===== config.mk =====
export PLATFORM = sky130hd
export DESIGN_NAME = writeback_stage_flat
export DESIGN_NICKNAME = d
export VERILOG_FILES = /design/src/rtl/writeback_stage_if.sv /design/src/rtl/writeback_stage.sv /design/src/flat_wrapper.sv
export SDC_FILE = /design/constraint.sdc
export NUM_CORES = 1
export LEC_CHECK = 0
export CORE_UTILIZATION = 42
export CTS_CLUSTER_DIAMETER = 30
export DETAILED_ROUTE_END_ITERATION = 6
export GPL_ROUTABILITY_DRIVEN = 0
export HOLD_SLACK_MARGIN = 0.15
export MAX_ROUTING_LAYER = met4
export PLACE_DENSITY = 0.8
export SLEW_MARGIN = 20
export SYNTH_ARGS = -nofsm -noshare
export SYNTH_HDL_FRONTEND = slang
export SYNTH_SLANG_ARGS = --single-unit

===== constraint.sdc =====
create_clock -name clk -period 1.9 [get_ports clk]
set_input_delay 0.38 -clock clk [delete_from_list [all_inputs] [get_ports clk]]
set_output_delay 0.38 -clock clk [all_outputs]
set_load 0.02 [all_outputs]

===== src/rtl/writeback_stage_if.sv =====
// Memory-stage -> write-back bundle: incoming instruction, stall back to upstream,
// reg_file write port, decode forwarding bus and retirement counter.
interface writeback_stage_if #(
   parameter int WIDTH  = 16,
   parameter int ADDR_W = 3,
   parameter int CNT_W  = 16
);
   logic              in_valid;
   logic              in_RegWrite;
   logic              in_ALUtoReg;
   logic              in_dual;
   logic [ADDR_W-1:0] in_rd1;
   logic [ADDR_W-1:0] in_rd2;
   logic [WIDTH-1:0]  in_alu_result;
   logic [WIDTH-1:0]  in_mem_data;
   logic [WIDTH-1:0]  in_second_data;
   logic              flush;
   logic              busy;
   logic              RegWrite;
   logic [ADDR_W-1:0] write_address;
   logic [WIDTH-1:0]  write_data;
   logic              fwd_valid;
   logic [ADDR_W-1:0] fwd_addr;
   logic [WIDTH-1:0]  fwd_data;
   logic [CNT_W-1:0]  retired_count;

   modport master (
      output in_valid, in_RegWrite, in_ALUtoReg, in_dual, in_rd1, in_rd2,
             in_alu_result, in_mem_data, in_second_data, flush,
      input  busy, RegWrite, write_address, write_data,
             fwd_valid, fwd_addr, fwd_data, retired_count
   );

   modport slave (
      input  in_valid, in_RegWrite, in_ALUtoReg, in_dual, in_rd1, in_rd2,
             in_alu_result, in_mem_data, in_second_data, flush,
      output busy, RegWrite, write_address, write_data,
             fwd_valid, fwd_addr, fwd_data, retired_count
   );
endinterface


===== src/rtl/writeback_stage.sv =====
// MEM/WB register plus reg_file write-port owner; dual-destination instructions take two
// consecutive write cycles while busy stalls upstream. Write port follows capture by 1 cycle.
module writeback_stage #(
   parameter int WIDTH  = 16,
   parameter int ADDR_W = 3,
   parameter int CNT_W  = 16
) (
   input logic            clk,
   input logic            rst,
   writeback_stage_if.slave wb
);
   typedef enum logic {IDLE, SECOND} state_t;

   state_t            state_q;
   logic              r_valid_q;
   logic              r_regwrite_q;
   logic              r_dual_q;
   logic [ADDR_W-1:0] r_rd1_q;
   logic [ADDR_W-1:0] r_rd2_q;
   logic [WIDTH-1:0]  r_wdata_q;
   logic [WIDTH-1:0]  r_second_q;
   logic [CNT_W-1:0]  count_q;

   logic              busy;
   logic              accept_d;
   logic [WIDTH-1:0]  r_wdata_d;
   logic              wr_en;
   logic [ADDR_W-1:0] wr_addr;
   logic [WIDTH-1:0]  wr_data;
   logic              retire;

   assign busy      = (state_q == IDLE) & r_valid_q & r_regwrite_q & r_dual_q;
   assign accept_d  = wb.in_valid & ~busy & ~wb.flush;
   assign r_wdata_d = wb.in_ALUtoReg ? wb.in_alu_result : wb.in_mem_data;
   assign retire    = (state_q == SECOND) |
                      (r_valid_q & ~(r_regwrite_q & r_dual_q));

   // The register only stalls on the first write of a dual; the edge leaving SECOND
   // must load the next instruction, otherwise the dual would be replayed forever.
   always_ff @(posedge clk) begin
      if (!rst) begin
         state_q      <= IDLE;
         r_valid_q    <= 1'b0;
         r_regwrite_q <= 1'b0;
         r_dual_q     <= 1'b0;
         r_rd1_q      <= '0;
         r_rd2_q      <= '0;
         r_wdata_q    <= '0;
         r_second_q   <= '0;
         count_q      <= '0;
      end else begin
         if (!busy) begin
            r_valid_q    <= accept_d;
            r_regwrite_q <= wb.in_RegWrite;
            r_dual_q     <= wb.in_dual;
            r_rd1_q      <= wb.in_rd1;
            r_rd2_q      <= wb.in_rd2;
            r_wdata_q    <= r_wdata_d;
            r_second_q   <= wb.in_second_data;
         end
         case (state_q)
            IDLE:    state_q <= busy ? SECOND : IDLE;
            SECOND:  state_q <= IDLE;
            default: state_q <= IDLE;
         endcase
         if (retire) count_q <= count_q + 1'b1;
      end
   end

   always_comb begin
      wr_en   = 1'b0;
      wr_addr = '0;
      wr_data = '0;
      if (state_q == SECOND) begin
         wr_en   = 1'b1;
         wr_addr = r_rd2_q;
         wr_data = r_second_q;
      end else if (r_valid_q & r_regwrite_q) begin
         wr_en   = 1'b1;
         wr_addr = r_rd1_q;
         wr_data = r_wdata_q;
      end
   end

   assign wb.busy          = busy;
   assign wb.RegWrite      = wr_en;
   assign wb.write_address = wr_addr;
   assign wb.write_data    = wr_data;
   assign wb.fwd_valid     = wr_en;
   assign wb.fwd_addr      = wr_addr;
   assign wb.fwd_data      = wr_data;
   assign wb.retired_count = count_q;
endmodule


===== src/flat_wrapper.sv =====
// flat-port wrapper written by rule: the top's interface ports become plain ports
module writeback_stage_flat 
#(
   parameter int WIDTH  = 16,
   parameter int ADDR_W = 3,
   parameter int CNT_W  = 16
)
  (clk, rst, wb_in_valid, wb_in_RegWrite, wb_in_ALUtoReg, wb_in_dual, wb_in_rd1, wb_in_rd2, wb_in_alu_result, wb_in_mem_data, wb_in_second_data, wb_flush, wb_busy, wb_RegWrite, wb_write_address, wb_write_data, wb_fwd_valid, wb_fwd_addr, wb_fwd_data, wb_retired_count);
  writeback_stage_if #(.WIDTH(WIDTH), .ADDR_W(ADDR_W), .CNT_W(CNT_W)) wb_i ();
  input logic clk;
  input logic rst;
  input wire logic [$bits(wb_i.in_valid)-1:0] wb_in_valid;
  input wire logic [$bits(wb_i.in_RegWrite)-1:0] wb_in_RegWrite;
  input wire logic [$bits(wb_i.in_ALUtoReg)-1:0] wb_in_ALUtoReg;
  input wire logic [$bits(wb_i.in_dual)-1:0] wb_in_dual;
  input wire logic [$bits(wb_i.in_rd1)-1:0] wb_in_rd1;
  input wire logic [$bits(wb_i.in_rd2)-1:0] wb_in_rd2;
  input wire logic [$bits(wb_i.in_alu_result)-1:0] wb_in_alu_result;
  input wire logic [$bits(wb_i.in_mem_data)-1:0] wb_in_mem_data;
  input wire logic [$bits(wb_i.in_second_data)-1:0] wb_in_second_data;
  input wire logic [$bits(wb_i.flush)-1:0] wb_flush;
  output wire logic [$bits(wb_i.busy)-1:0] wb_busy;
  output wire logic [$bits(wb_i.RegWrite)-1:0] wb_RegWrite;
  output wire logic [$bits(wb_i.write_address)-1:0] wb_write_address;
  output wire logic [$bits(wb_i.write_data)-1:0] wb_write_data;
  output wire logic [$bits(wb_i.fwd_valid)-1:0] wb_fwd_valid;
  output wire logic [$bits(wb_i.fwd_addr)-1:0] wb_fwd_addr;
  output wire logic [$bits(wb_i.fwd_data)-1:0] wb_fwd_data;
  output wire logic [$bits(wb_i.retired_count)-1:0] wb_retired_count;
  assign wb_i.in_valid = wb_in_valid;
  assign wb_i.in_RegWrite = wb_in_RegWrite;
  assign wb_i.in_ALUtoReg = wb_in_ALUtoReg;
  assign wb_i.in_dual = wb_in_dual;
  assign wb_i.in_rd1 = wb_in_rd1;
  assign wb_i.in_rd2 = wb_in_rd2;
  assign wb_i.in_alu_result = wb_in_alu_result;
  assign wb_i.in_mem_data = wb_in_mem_data;
  assign wb_i.in_second_data = wb_in_second_data;
  assign wb_i.flush = wb_flush;
  assign wb_busy = wb_i.busy;
  assign wb_RegWrite = wb_i.RegWrite;
  assign wb_write_address = wb_i.write_address;
  assign wb_write_data = wb_i.write_data;
  assign wb_fwd_valid = wb_i.fwd_valid;
  assign wb_fwd_addr = wb_i.fwd_addr;
  assign wb_fwd_data = wb_i.fwd_data;
  assign wb_retired_count = wb_i.retired_count;
  writeback_stage #(.WIDTH(WIDTH), .ADDR_W(ADDR_W), .CNT_W(CNT_W)) u_core (.clk(clk), .rst(rst), .wb(wb_i));
endmodule

### Layout detail

Region (49, 8) to (74, 33) µm. Cells in grey, sequential cells in the stronger grey; small squares are vias.
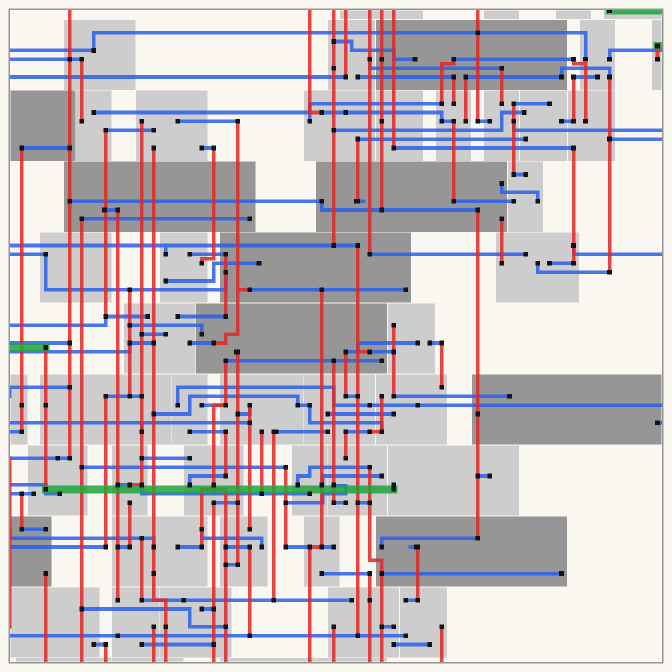
| colour | layer |
|---|---|
| red | metal 2 |
| blue | metal 1 |
| green | metal 3 |
most frequent: nand2_1 (7), a21oi_1 (7), dfxtp_1 (7)
netlist names of flops here include: u_core.wb.retired_count (5)
sequential cells in the window: 7
cells with their middle in the window: 43

### Supply network

Bar = 20 µm. Pins as bars on the die edge. Tap cells in grey.
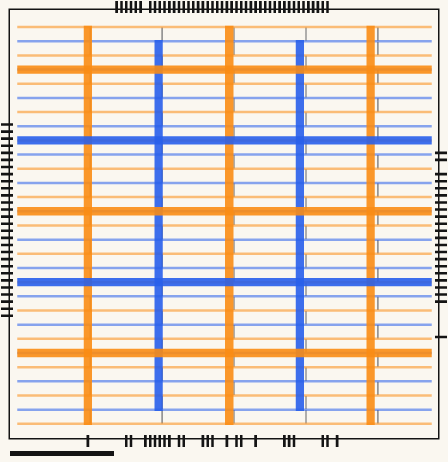
| colour | net |
|---|---|
| blue | VDD |
| orange | VSS |
met5 straps: 5
signal pins: 118
tap cells: 75
die width: 82.2 µm
VDD IR max: 0.564 mV
core area: 6060 µm²

### Sequential cells coloured by netlist name

Other sequential cells in the stronger grey, the rest of the logic in the fainter grey.
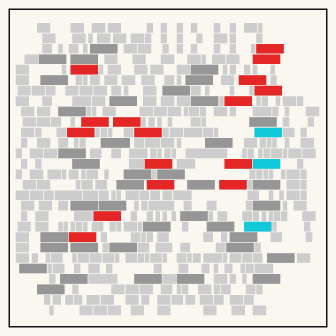
| colour | name in the netlist | placed flops |
|---|---|---|
| red | u_core.r_second_q | 16 |
| cyan | u_core.r_rd1_q | 3 |
not coloured: 39
post-layout util: 63.1%
sequential power: 0.00131 W
register area: 1160 µm²

==> CHANGELOG.md <==
## Flow update

- Final WS setup: 69.6 ps
- GRT overflow: 0
- Drt pass-1 iters: 4
- Multi-input gates: between 200 and 250
- CP endpoint kind: output port
- Register-to-register setup slack: 180 ps
- Hold Buf Count CTS: 0
- Start point of the critical path: u_core.state_q
- Tot Pwr: 0.00266 W
- Yosys aoi share: between 20 and 25%
- Area grow syn2layout: 41.7%
- Clk slew on worst S/H paths: ~60 ps
- PD cells: between 600 and 700 nW/µm²
- MUX area fraction: around 5.9%
- Vias per cell: around 5.2
- Max Cap Viol: 0
- Crit share post-route: between 90% and 100%
- Setup TNS: 0 ps
- Seq cells post-synth: about 58
- Worst Tran Pin Value: between 500 and 600 ps
- Non-clk bufs: between 100 and 150
- # IOs: ~120
- Total track usage: 23.0%
- R2r worst-path depth: 4
- Status: finished clean
- Final min period: 1830 ps
- RSZ-0062 raised after global routing: no
- Most frequent cells in the layout: clkdlybuf4s50_1, dfxtp_1, nand2_1, buf_2, a21oi_1
- Sw Ratio: 23.2%
- ClkCell Share: 4.88%
- P_sw: 0.000616 W
- CP required: ~1500 ps
- # diodes: 0
- Logic family by area: AND-OR/OR-AND gates
- Comb group: 0.000274 W
- First-pass GRT wire length: approximately 11 mm
- # clk buffers: 11
- Flop pwr share: 49.1%
- Tool Warnings: 26
- Top cell category: multi-input combinational cells
- Power Clock: between 0.001 and 0.0015 W
- Initial antenna violation count: 0
[Yosys cell counts]
| cell type | instances | area share [%] |
|---|---|---|
| a22o_1 | 19 | 6.2 |
| ha_1 | 1 | 0.46 |
| or4b_1 | 1 | 0.37 |
| xor2_1 | 6 | 1.9 |
| o31ai_1 | 6 | 1.7 |
| buf_1 | 2 | 0.28 |
| nand2_1 | 52 | 7.2 |
| and3_4 | 1 | 0.42 |
| nand4_4 | 1 | 0.79 |
| o21ai_2 | 1 | 0.32 |
| buf_4 | 20 | 5.6 |
| buf_6 | 1 | 0.42 |
| or4_1 | 6 | 1.7 |
| or3_1 | 3 | 0.70 |
| and3_1 | 2 | 0.46 |
| inv_2 | 1 | 0.14 |
| clkbuf_1 | 10 | 1.4 |
| o21ai_0 | 5 | 0.93 |
| o41ai_1 | 1 | 0.32 |
| nand4_1 | 3 | 0.70 |
| nand2b_1 | 1 | 0.23 |
| and3b_1 | 1 | 0.32 |
| a21boi_4 | 1 | 0.70 |
| nor2_1 | 29 | 4.0 |
| buf_2 | 10 | 1.9 |
| inv_1 | 1 | 0.14 |
| a211oi_1 | 16 | 4.5 |
| dfxtp_1 | 58 | 43 |
| a21oi_1 | 33 | 6.1 |
| a21o_1 | 1 | 0.28 |
| mux2i_1 | 16 | 5.9 |
| o2111ai_1 | 3 | 0.97 |
[metal layers]
layer / vias up / wire [µm]
met2: 73 / 3560
met1: 1180 / 3240
met5: - / 0
met4: 0 / 131
met3: 13 / 387
li1: 1279 / -
[critical path, cell delays in order (launching register included)]
cell,delay [ps]
dfxtp_2,330
and3b_2,230
buf_4,170
a22o_2,220
buf_2,160
Power figures rest on the tool's default switching activity, not on a simulated workload.
